**Run 1: metal 1**

Scale bar: 20 um. Supply wires on this layer in gray.
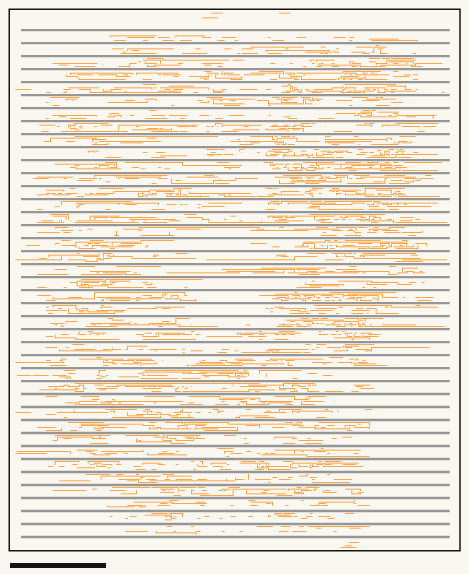
**Run 1: signal wires on met2**

Scale bar: 20 um.
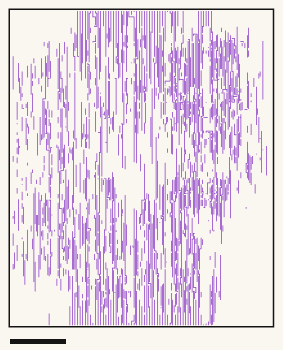
**Run 1: met3 routing**

Cells faint in the background.
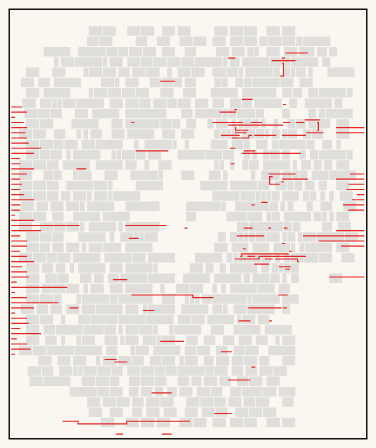
**Run 1: metal 4**

Scale bar: 20 um. Supply wires on this layer in gray.
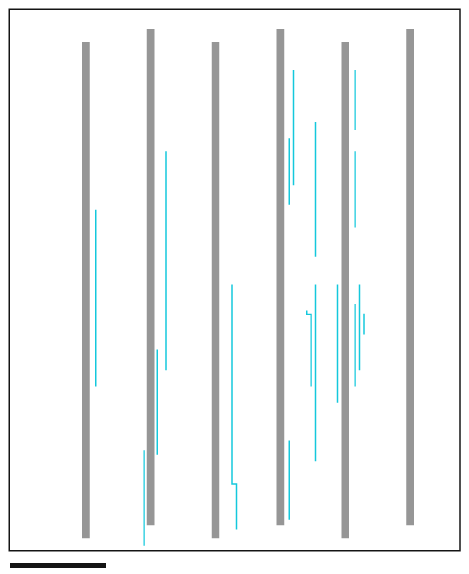
`src/rtl/fe_pattern_match_pkg.sv`:
```
// Shared types for the front-end pattern-match trigger.
package fe_pattern_match_pkg;
  localparam int PM_BYTE_W = 8;

  typedef enum logic [2:0] {
    PM_IDLE    = 3'd0,
    PM_ARMED   = 3'd1,
    PM_DELAY   = 3'd2,
    PM_CAPTURE = 3'd3,
    PM_DONE    = 3'd4
  } pm_state_e;
endpackage

```
`src/rtl/fe_pm_compare.sv`:
```
// Byte history shift register plus masked compare of the newest L bytes.
module fe_pm_compare
  import fe_pattern_match_pkg::*;
#(
  parameter int pBYTES = 8,
  parameter int LEN_W  = $clog2(pBYTES) + 1
) (
  input  logic                          fe_clk,
  input  logic                          reset_i,
  input  logic                          clr_seen,
  input  logic                          pm_wr,
  input  logic                          rxactive,
  input  logic [PM_BYTE_W-1:0]          pm_data,
  input  logic [PM_BYTE_W*pBYTES-1:0]   pattern,
  input  logic [PM_BYTE_W*pBYTES-1:0]   mask,
  input  logic [LEN_W-1:0]              match_len,
  output logic                          hit
);
  logic [PM_BYTE_W*pBYTES-1:0] sr, sr_next;
  logic [LEN_W-1:0]            seen, seen_base, seen_next, len_eff;
  logic [pBYTES-1:0]           byte_ok;

  assign sr_next = {sr[PM_BYTE_W*pBYTES-PM_BYTE_W-1:0], pm_data};

  // Dropping rxactive forgets history so a match never spans two packets.
  always_comb begin
    seen_base = clr_seen ? '0 : seen;
    seen_next = seen_base;
    if (pm_wr)
      seen_next = (seen_base >= LEN_W'(pBYTES)) ? LEN_W'(pBYTES) : seen_base + LEN_W'(1);
    else if (!rxactive)
      seen_next = '0;
  end

  always_comb begin
    len_eff = match_len;
    if (match_len == '0)                len_eff = LEN_W'(1);
    else if (match_len > LEN_W'(pBYTES)) len_eff = LEN_W'(pBYTES);
  end

  for (genvar i = 0; i < pBYTES; i++) begin : g_byte
    assign byte_ok[i] = (LEN_W'(i) >= len_eff) ||
      (((sr_next[PM_BYTE_W*i +: PM_BYTE_W] ^ pattern[PM_BYTE_W*i +: PM_BYTE_W]) &
        mask[PM_BYTE_W*i +: PM_BYTE_W]) == '0);
  end

  assign hit = pm_wr && (seen_next >= len_eff) && (&byte_ok);

  always_ff @(posedge fe_clk) begin
    if (reset_i) begin
      sr   <= '0;
      seen <= '0;
    end else begin
      if (pm_wr) sr <= sr_next;
      seen <= seen_next;
    end
  end
endmodule

```
`src/rtl/fe_pattern_match.sv`:
```
// Armed pattern trigger: masked byte match, optional delay, then holds capture enable.
module fe_pattern_match
  import fe_pattern_match_pkg::*;
#(
  parameter int pBYTES = 8,
  parameter int pDLY_W = 16
) (
  input  logic                        fe_clk,
  input  logic                        reset_i,
  input  logic                        I_arm,
  input  logic [8*pBYTES-1:0]         I_pattern,
  input  logic [8*pBYTES-1:0]         I_mask,
  input  logic [$clog2(pBYTES):0]     I_match_len,
  input  logic [pDLY_W-1:0]           I_delay,
  input  logic [7:0]                  I_pm_data,
  input  logic                        I_pm_wr,
  input  logic                        I_rxactive,
  input  logic                        I_capturing,
  output logic                        O_capture_enable,
  output logic                        O_match,
  output logic                        O_armed,
  output logic [2:0]                  O_state
);
  localparam int LEN_W = $clog2(pBYTES) + 1;

  pm_state_e         state, state_n;
  logic              arm_r, arm_rise, hit, armed_hit, seen_cap, match_r;
  logic [pDLY_W-1:0] dly_cnt;

  assign arm_rise  = I_arm & ~arm_r;
  assign armed_hit = (state == PM_ARMED) && I_arm && hit;

  fe_pm_compare #(.pBYTES(pBYTES), .LEN_W(LEN_W)) u_cmp (
    .fe_clk    (fe_clk),
    .reset_i   (reset_i),
    .clr_seen  (arm_rise && (state == PM_IDLE || state == PM_DONE)),
    .pm_wr     (I_pm_wr),
    .rxactive  (I_rxactive),
    .pm_data   (I_pm_data),
    .pattern   (I_pattern),
    .mask      (I_mask),
    .match_len (I_match_len),
    .hit       (hit)
  );

  always_comb begin
    state_n = state;
    if (!I_arm) state_n = PM_IDLE;
    else begin
      case (state)
        PM_IDLE, PM_DONE: if (arm_rise) state_n = PM_ARMED;
        PM_ARMED:         if (hit) state_n = (I_delay == '0) ? PM_CAPTURE : PM_DELAY;
        PM_DELAY:         if (dly_cnt == pDLY_W'(1)) state_n = PM_CAPTURE;
        PM_CAPTURE:       if (seen_cap && !I_capturing) state_n = PM_DONE;
        default:          state_n = PM_IDLE;
      endcase
    end
  end

  // arm_r resets high so a level held through reset is not taken as a new arm edge.
  always_ff @(posedge fe_clk) begin
    if (reset_i) begin
      state    <= PM_IDLE;
      arm_r    <= 1'b1;
      dly_cnt  <= '0;
      seen_cap <= 1'b0;
      match_r  <= 1'b0;
    end else begin
      state   <= state_n;
      arm_r   <= I_arm;
      match_r <= armed_hit;
      if (armed_hit)              dly_cnt <= I_delay;
      else if (state == PM_DELAY) dly_cnt <= dly_cnt - 1'b1;
      if (state != PM_CAPTURE)    seen_cap <= 1'b0;
      else if (I_capturing)       seen_cap <= 1'b1;
    end
  end

  assign O_capture_enable = (state == PM_CAPTURE);
  assign O_armed          = (state == PM_ARMED) || (state == PM_DELAY) || (state == PM_CAPTURE);
  assign O_state          = state;
  assign O_match          = match_r;
endmodule

```
`config.mk`:
```
export PLATFORM = sky130hd
export DESIGN_NAME = fe_pattern_match
export DESIGN_NICKNAME = d
export VERILOG_FILES = /design/src/rtl/fe_pattern_match_pkg.sv /design/src/rtl/fe_pm_compare.sv /design/src/rtl/fe_pattern_match.sv
export SDC_FILE = /design/constraint.sdc
export NUM_CORES = 1
export LEC_CHECK = 0
export CAP_MARGIN = 10
export CORE_AREA = 2 2 92 111
export CTS_CLUSTER_DIAMETER = 150
export CTS_CLUSTER_SIZE = 28
export DETAILED_ROUTE_END_ITERATION = 10
export DIE_AREA = 0 0 94 113
export PLACE_DENSITY = 0.91
export SYNTH_ARGS = -nofsm -noshare
export SYNTH_HDL_FRONTEND = slang
export SYNTH_HIERARCHICAL = 1
export SYNTH_SLANG_ARGS = --single-unit
```
`constraint.sdc`:
```
create_clock -name fe_clk -period 5.5 [get_ports fe_clk]
set_clock_uncertainty 0.05 [all_clocks]
set_input_delay 1.1 -clock fe_clk [delete_from_list [all_inputs] [get_ports fe_clk]]
set_output_delay 1.1 -clock fe_clk [all_outputs]
set_load 0.01 [all_outputs]
```
==> impl_metrics.csv, run 1 <==
group,metric,value,unit
outcome,status,"finished clean",
sta,setup_slack,0.477,ns
synth,ys_sh_simple,17.5,%
cts,ctsHtreeMaxLevel,3,
pwr,clkPwrFrac,42.3,%
placed_design,port_buffers,167,
layout,layout.cells.non_filler,776,
sta,finalCritPeriodShare,91.3,%
global_route,met3_usage,4.59,%
synth,yosysWarnings,6,
synth,aoi_share,15.4,%
min_path,min_path_cells,2,
sta,fin_crit,5.02,ns
routing,wl_per_cell,16.9,um
routing,route.met3.wl,633,um
setup_path,crit_path_frequent_cell,"a21oi_1",
setup_path,crit_slowest_cell,"clkdlybuf4s50_1",
layout,inverters,12,
layout,largest_cell_class,"combinational gates",
cts,post_cts_buffers,0,
layout,antenna_cells,0,
synth,ys_ff,82,
layout,seq_area,1640,um^2
global_route,grt_pass1_wl,21.3,mm
synth,ys_area,4480,um^2
synth,yosysMostFrequentCell,"dfxtp_1",
min_path,worstHoldPathType,"reg -> reg",
setup_path,regToRegSetupSlack,1.43,ns
synth,mux_share,12.5,%
routing,drtAntennaViolNets,0,
global_route,grt_pass1_vias,4535,
die,initCoreUtil,47.1,%
global_route,antenna_found_initial,0,
setup_path,start_kind,"primary input",
sta,report.final.slew_viol_count,0,
cts,cts_buffers,9,
setup_path,r2r_cells,15,
synth,top_cells_by_count,"dfxtp_1, nor2_1, xor2_1, mux2i_1, a22oi_1",
placed_design,place_congestion,0.883,
layout,design_area,6530,um^2
synth,synthAdderAreaFrac,2.23,%
die,fp.coreArea,9520,um^2
Notes on 'metal 1' above:
longest straight run = 38.6 um
main direction = horizontal
share of all routed wire = 38%
nets with wire on the layer = 712
M1 GR Usage: 27.8%
Post-Route WL: 13.1 mm
routed vias: 4,353

Notes on 'signal wires on met2' above:
wire length on this layer = 7,050 um
longest straight run = 36.7 um
nets with wire on the layer = 724
share of all routed wire = 54%

Notes on 'met3 routing' above:
longest straight run = 17.7 um
main direction = horizontal

Notes on 'metal 4' above:
longest straight run = 45.6 um
nets with wire on the layer = 16
share of all routed wire = 3.1%
wire length on this layer = 402 um

run 1: sequential cells by signal (all words and copies together) (netlist names):
register	cells
u_cmp/seen	4
arm_r	1
seen_cap	1
dly_cnt	16
u_cmp/sr	56
O_match	1
O_state	3
run 1: power by group through the flow:
| stage | sequential, uW | clock (uW) | combinational [uW] |
|---|---|---|---|
| after floorplan | 621 | 0 | 88.3 |
| after global placement | 624 | 0 | 226 |
| after detailed placement | 624 | 0 | 232 |
| after CTS | 611 | 620 | 233 |
| after global routing | 612 | 645 | 251 |
| final | 611 | 618 | 234 |
run 1: final timing paths:
| path | end |
|---|---|
| max | dly_cnt[7]$_SDFFE_PP0P_ |
| min | O_state[2]$_SDFFE_PP0P_ |
| max reg2reg | dly_cnt[7]$_SDFFE_PP0P_ |
| min reg2reg | O_state[2]$_SDFFE_PP0P_ |
## Run 2: what changed since run 1
--- a/config.mk
+++ b/config.mk
@@ -5,12 +5,14 @@
 export SDC_FILE = /design/constraint.sdc
 export NUM_CORES = 1
 export LEC_CHECK = 0
+export ABC_CLOCK_PERIOD_IN_PS = 5500
 export CAP_MARGIN = 10
 export CORE_AREA = 2 2 92 111
 export CTS_CLUSTER_DIAMETER = 150
 export CTS_CLUSTER_SIZE = 28
 export DETAILED_ROUTE_END_ITERATION = 10
 export DIE_AREA = 0 0 94 113
+export GPL_ROUTABILITY_DRIVEN = 0
 export PLACE_DENSITY = 0.91
 export SYNTH_ARGS = -nofsm -noshare
 export SYNTH_HDL_FRONTEND = slang
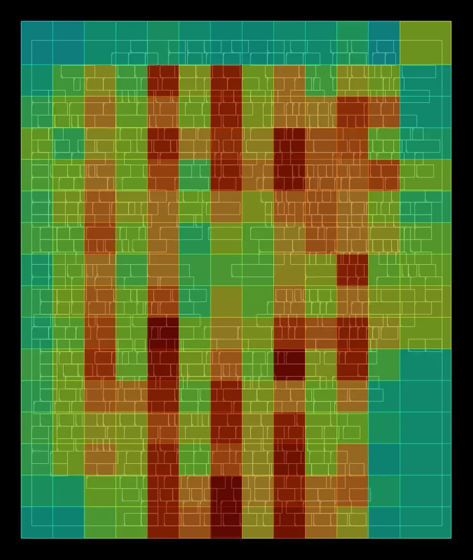
**Above:** run 2 (routing congestion).
routing usage on met3: 3.53%
M1 GR Usage: 28.9%
Top Usage Layer GRT: met2

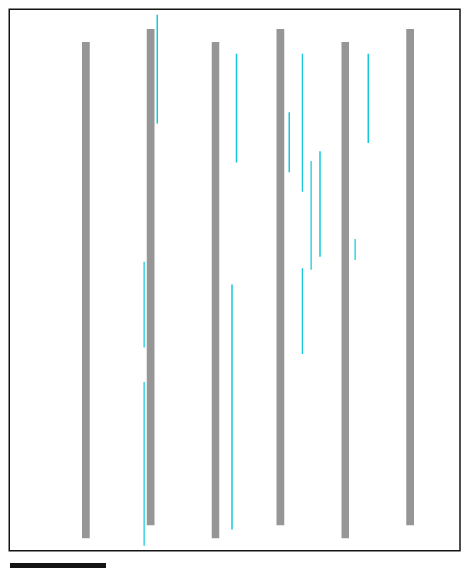
**Above:** run 2 (metal 4).
Scale bar: 20 um. Supply wires on this layer in gray.
longest straight run = 51.0 um
main direction = vertical
share of all routed wire = 2.1%
Post-Route WL: 13.2 mm
routed vias: 4,382

==> impl_metrics.csv, run 2 <==
group,metric,value,unit
synth,mux_share,12.5,%
synth,aoi_share,15.4,%
layout,design_area,6470,um^2
synth,yosysWarnings,6,
synth,ys_area,4480,um^2
layout,largest_register_ffs,56,
global_route,grt_pass1_wl,21.4,mm
sta,finalCritPeriodShare,92.4,%
pwr,powerComb,235,uW
synth,yosysMostFrequentCell,"dfxtp_1",
setup_path,start_kind,"primary input",
pwr,clkPwrFrac,38.4,%
synth,top_cells_by_count,"dfxtp_1, nor2_1, xor2_1, mux2i_1, a22oi_1",
pwr,pg_clk,529,uW
die,initCoreUtil,47.1,%
synth,ys_sh_simple,17.5,%
pwr,powerSeq,611,uW
cts,cts_buffers,9,
sta,report.final.slew_viol_count,0,
synth,synthAdderAreaFrac,2.23,%
layout,seq_area,1640,um^2
die,fp.coreArea,9520,um^2
layout,top_register,"u_cmp/sr",
sta,setup_slack,0.416,ns
placed_design,port_buffers,167,
outcome,status,"finished clean",
cts,ctsHtreeMaxLevel,3,
sta,fin_crit,5.08,ns
layout,largest_cell_class,"combinational gates",
routing,route.met3.wl,610,um
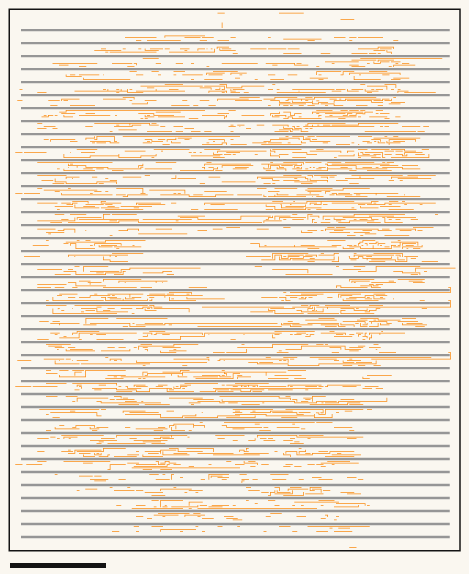
**Above:** run 2 (metal 1).
Scale bar: 20 um. Supply wires on this layer in gray.
longest straight run = 33.6 um
wire length on this layer = 5,050 um
share of all routed wire = 38%
nets with wire on the layer = 719
main direction = horizontal

==> run 2: cell counts after synthesis <==
No cell type changed its count.
==> run 2: final timing paths <==
kind | cells past startpoint | from | slack [ns] | endpoint
setup reg to reg | 14 | O_state[1]$_SDFFE_PP0P_ | 1.38 | dly_cnt[10]$_SDFFE_PP0P_
setup / recovery | 16 | I_arm | 0.42 | dly_cnt[10]$_SDFFE_PP0P_
hold reg to reg | 2 | seen_cap$_SDFFE_PP0P_ | 0.44 | O_state[2]$_SDFFE_PP0P_
hold / removal | 2 | seen_cap$_SDFFE_PP0P_ | 0.44 | O_state[2]$_SDFFE_PP0P_
## Run 3: what changed since run 2
--- a/config.mk
+++ b/config.mk
@@ -14,6 +14,7 @@
 export DIE_AREA = 0 0 94 113
 export GPL_ROUTABILITY_DRIVEN = 0
 export PLACE_DENSITY = 0.91
+export REMOVE_ABC_BUFFERS = 1
 export SYNTH_ARGS = -nofsm -noshare
 export SYNTH_HDL_FRONTEND = slang
 export SYNTH_HIERARCHICAL = 1
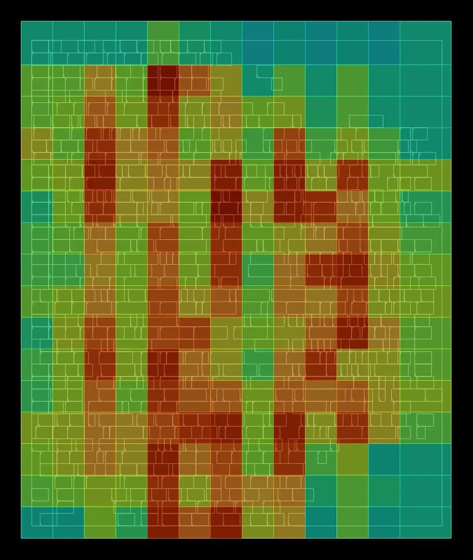
**Above:** run 3 (routing congestion).
GRT Overall Usage: 24.8%
Layout Utilization: 68.8%

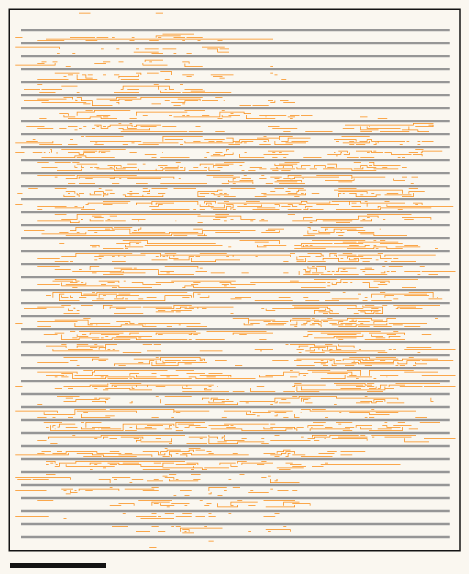
**Above:** run 3 (metal 1).
Scale bar: 20 um. Supply wires on this layer in gray.
longest straight run = 47.4 um
main direction = horizontal
M1 GR Usage: 28.0%
routed vias: 4,366
Post-Route WL: 13.2 mm

==> impl_metrics.csv, run 3 <==
group,metric,value,unit
outcome,status,"finished clean",
routing,route.met3.wl,922,um
sta,finalCritPeriodShare,91.5,%
synth,ys_sh_simple,17.5,%
global_route,antenna_found_initial,0,
cts,post_cts_buffers,0,
sta,report.final.slew_viol_count,0,
pwr,powerComb,235,uW
layout,antenna_cells,0,
layout,design_area,6550,um^2
synth,ys_area,4480,um^2
global_route,grt_pass1_vias,4412,
pwr,clkPwrFrac,44.2,%
layout,largest_cell_class,"combinational gates",
synth,yosysMostFrequentCell,"dfxtp_1",
layout,layout.cells.non_filler,776,
setup_path,r2r-end,"dly_cnt[12]$_SDFFE_PP0P_",
sta,setup_slack,0.466,ns
synth,top_cells_by_count,"dfxtp_1, nor2_1, xor2_1, mux2i_1, a22oi_1",
setup_path,start_kind,"primary input",
die,fp.coreArea,9520,um^2
pwr,powerSeq,612,uW
sta,fin_crit,5.03,ns
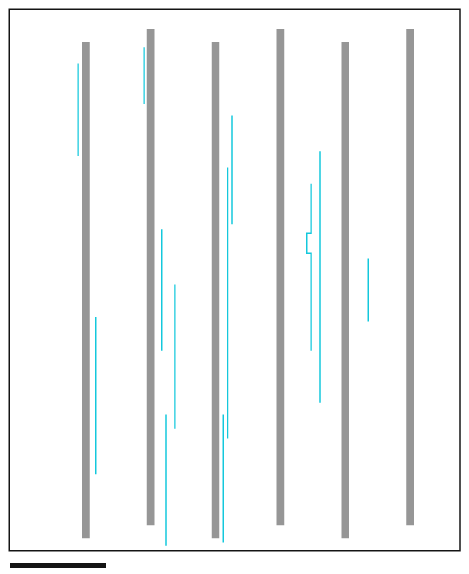
**Above:** run 3 (metal 4).
Scale bar: 20 um. Supply wires on this layer in gray.
longest straight run = 56.4 um
wire length on this layer = 353 um
nets with wire on the layer = 11

[run 3: per-layer routing]
| layer | GRT usage (%) | up-vias |
|---|---|---|
| li1 | - | 2085 |
| met1 | 28.0 | 2045 |
| met2 | 45.6 | 210 |
| met3 | 4.33 | 26 |
| met4 | 9.76 | 0 |
| met5 | 0 | - |
[run 3: worst max-delay path: stages]
cell and delay (ns):
clkdlybuf4s50_1 0.59, nand2b_1 0.11, nor3_1 0.50, nor2b_1 0.19, ha_1 0.35, a32o_1 0.27, ha_1 0.29, a21o_1 0.11
a21o_1 0.11, a21oi_1 0.06, a31oi_1 0.14, o2111a_1 0.23, and4bb_2 0.28, and2_1 0.48, a22oi_1 0.19, a31oi_1 0.23
Power is estimated from default activity; no workload was simulated.
